### config.mk
export PLATFORM = sky130hd
export DESIGN_NAME = delete_order_encoder
export DESIGN_NICKNAME = d
export VERILOG_FILES = /design/src/rtl/delete_order_encoder.sv
export SDC_FILE = /design/constraint.sdc
export NUM_CORES = 1
export LEC_CHECK = 0
export ABC_CLOCK_PERIOD_IN_PS = 8300
export CORE_MARGIN = 4
export CORE_UTILIZATION = 45
export CTS_CLUSTER_SIZE = 8
export DETAILED_ROUTE_END_ITERATION = 6
export PLACE_DENSITY_LB_ADDON = 0.25
export SLEW_MARGIN = 20
export SYNTH_ARGS = -nofsm -noshare
export SYNTH_HDL_FRONTEND = slang
export SYNTH_SLANG_ARGS = --single-unit
### constraint.sdc
create_clock -name clk -period 8.3 [get_ports clk]
set_clock_uncertainty 0.2 [all_clocks]
set_input_delay 1.66 -clock clk [delete_from_list [all_inputs] [get_ports clk]]
set_output_delay 1.66 -clock clk [all_outputs]
set_load 0.01 [all_outputs]
### src/rtl/delete_order_encoder.sv
// ITCH 5.0 Delete Order ('D') serializer: queued 64-bit order references leave as
// 9-byte messages (type byte, then reference MSB first), one byte per cycle.
module delete_order_encoder #(
  parameter int unsigned FIFO_DEPTH = 4,
  parameter int unsigned GAP_CYCLES = 0,
  parameter logic [7:0]  MSG_TYPE   = 8'h44,
  parameter int unsigned MSG_LENGTH = 9
) (
  input  logic        clk,
  input  logic        rst_n,
  input  logic        enc_valid,
  output logic        enc_ready,
  input  logic [63:0] enc_order_ref,
  output logic [7:0]  byte_out,
  output logic        valid_out,
  input  logic        out_ready,
  output logic        msg_done,
  output logic [15:0] msg_count,
  output logic        busy
);

  localparam int unsigned AW = (FIFO_DEPTH > 1) ? $clog2(FIFO_DEPTH) : 1;
  localparam int unsigned CW = AW + 1;
  localparam int unsigned IW = 4;
  localparam int unsigned GW = 4;
  localparam logic [IW-1:0] LAST_IDX = IW'(MSG_LENGTH - 1);
  localparam logic [GW-1:0] GAP_LAST = (GAP_CYCLES == 0) ? '0 : GW'(GAP_CYCLES - 1);
  localparam logic [CW-1:0] DEPTH_C  = CW'(FIFO_DEPTH);

  typedef enum logic [1:0] {
    IDLE = 2'd0,
    SEND = 2'd1,
    GAP  = 2'd2
  } state_t;

  // Request queue
  logic [63:0]   mem [FIFO_DEPTH];
  logic [AW-1:0] wr_ptr;
  logic [AW-1:0] rd_ptr;
  logic [CW-1:0] fifo_count;
  logic [CW-1:0] fifo_count_d;
  logic          push;
  logic          pop;
  logic          fifo_empty;
  logic [63:0]   head;

  assign push       = enc_valid && enc_ready;
  assign fifo_empty = (fifo_count == '0);
  assign head       = mem[rd_ptr];

  always_comb begin
    fifo_count_d = fifo_count;
    case ({push, pop})
      2'b10:   fifo_count_d = fifo_count + CW'(1);
      2'b01:   fifo_count_d = fifo_count - CW'(1);
      default: fifo_count_d = fifo_count;
    endcase
  end

  // enc_ready is registered from the next occupancy, so a full queue refuses
  // a request even when a pop happens on the same edge.
  always_ff @(posedge clk) begin
    if (!rst_n) begin
      wr_ptr     <= '0;
      rd_ptr     <= '0;
      fifo_count <= '0;
      enc_ready  <= 1'b0;
    end else begin
      wr_ptr     <= wr_ptr + AW'(push);
      rd_ptr     <= rd_ptr + AW'(pop);
      fifo_count <= fifo_count_d;
      enc_ready  <= (fifo_count_d < DEPTH_C);
    end
  end

  always_ff @(posedge clk) begin
    if (push) begin
      mem[wr_ptr] <= enc_order_ref;
    end
  end

  // Serializer FSM
  state_t        state;
  state_t        state_d;
  logic [IW-1:0] idx;
  logic [IW-1:0] idx_d;
  logic [63:0]   sreg;
  logic [63:0]   sreg_d;
  logic [GW-1:0] gap_cnt;
  logic [GW-1:0] gap_cnt_d;
  logic [7:0]    byte_d;
  logic          valid_d;
  logic          done_d;
  logic [15:0]   count_d;
  logic          load;

  always_comb begin
    state_d   = state;
    idx_d     = idx;
    sreg_d    = sreg;
    gap_cnt_d = gap_cnt;
    byte_d    = byte_out;
    valid_d   = valid_out;
    done_d    = 1'b0;
    count_d   = msg_count;
    load      = 1'b0;
    pop       = 1'b0;

    case (state)
      IDLE: begin
        load = !fifo_empty;
      end

      SEND: begin
        if (valid_out && out_ready) begin
          if (idx == LAST_IDX) begin
            done_d  = 1'b1;
            count_d = msg_count + 16'd1;
            byte_d  = 8'h00;
            valid_d = 1'b0;
            idx_d   = '0;
            if (GAP_CYCLES == 0) begin
              // Back-to-back: the next header replaces the last byte with no bubble.
              load    = !fifo_empty;
              state_d = IDLE;
            end else begin
              gap_cnt_d = '0;
              state_d   = GAP;
            end
          end else begin
            byte_d = sreg[63:56];
            sreg_d = {sreg[55:0], 8'h00};
            idx_d  = idx + IW'(1);
          end
        end
      end

      GAP: begin
        if (gap_cnt == GAP_LAST) begin
          load    = !fifo_empty;
          state_d = IDLE;
        end else begin
          gap_cnt_d = gap_cnt + GW'(1);
        end
      end

      default: begin
        state_d = IDLE;
      end
    endcase

    if (load) begin
      pop     = 1'b1;
      byte_d  = MSG_TYPE;
      valid_d = 1'b1;
      sreg_d  = head;
      idx_d   = '0;
      state_d = SEND;
    end
  end

  always_ff @(posedge clk) begin
    if (!rst_n) begin
      state     <= IDLE;
      idx       <= '0;
      sreg      <= '0;
      gap_cnt   <= '0;
      byte_out  <= 8'h00;
      valid_out <= 1'b0;
      msg_done  <= 1'b0;
      msg_count <= 16'h0000;
      busy      <= 1'b0;
    end else begin
      state     <= state_d;
      idx       <= idx_d;
      sreg      <= sreg_d;
      gap_cnt   <= gap_cnt_d;
      byte_out  <= byte_d;
      valid_out <= valid_d;
      msg_done  <= done_d;
      msg_count <= count_d;
      busy      <= !fifo_empty || (state != IDLE);
    end
  end

endmodule

Placement by cell class:
(1.5 px per um)
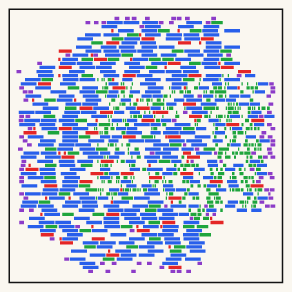
class	colour	cells	share of their area
all other logic	green	401	22%
flip-flops	blue	360	62%
clock drivers and dummy loads	red	90	9.0%
other buffers and delay cells	purple	104	6.5%
end-of-flow core utilization: 54.6%
# rows: 63

Nets reached from selected ports:
(2 px per um)
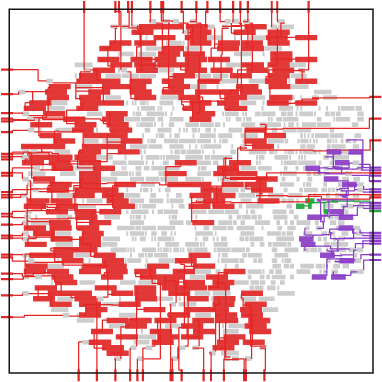
port	colour	bits	direction	edge	end cells	buffers	wire
msg_count	purple	16	output	right	16	16	549 um
enc_order_ref	red	64	input	25 left, 18 top, 15 bottom, 6 right	256	64	3720 um
out_ready	green	1	input	right	5	1	52.2 um
PortBufs: 95
I/O pin count: 96

==> out/results.ini <==
[finish]
diodes=0
biggest_cell_category_by_area_in_the_final_layout=sequential cells
comb-cell-share_pct=21.4
largestRegisters=mem x256, sreg x64, msg_count x16
num-clock-buffers=89
seq_area_um2=9770

[outcome]
run_status=complete, no violations

[clock_network]
clk_path_buf_depth=3
tritoncts.num_buffers=50
h-tree-depth=2
setup_buffers_after_cts=0

[synthesis]
flop_cell=sky130_fd_sc_hd__edfxtp_1
synth.net_count=884
xor_share_pct=0.909
mux_contribution_to_synthesized_area_pct=11.3
synthMostInstantiatedCell=sky130_fd_sc_hd__edfxtp_1

[pwr]
seqPwrFrac_pct=46.3
ir_drop_v=0.000189
power.clock.fraction_pct=35.7
seq_power_w=0.00233

[setup_path]
worst_ep_required_time_ps=8510
r2r-start=idx[0]

[die]
coreArea_um2=29600

[global_route]
grt_pass1_wl_mm=41.0
grt.met3_usage_pct=3.28
initial_antenna_violation_count=1

[sta]
final.setup.tns_ps=0

[placed_design]
globalplace.congestion=0.741
pre_cts_slack_ps=3410

[drt]
detail_route.wl_per_cell_um=19.1

[hold_path]
min-delay-path-class=flop to flop

Clock wiring as the flow saved it:
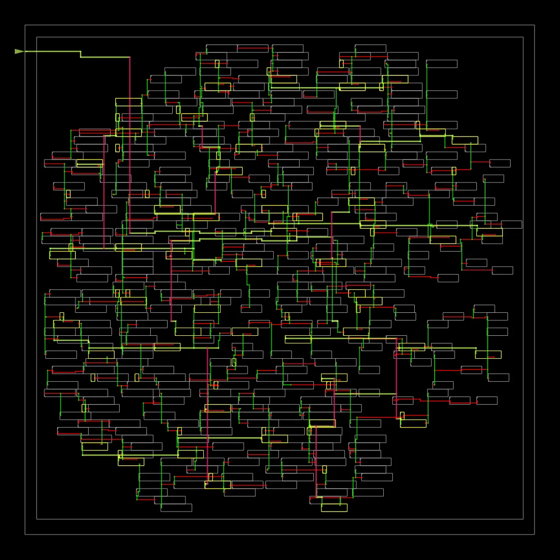
clock insertion delay at the later pin of the skew report: 530 ps
Flop Count: 360
count of clock tree sinks: 360

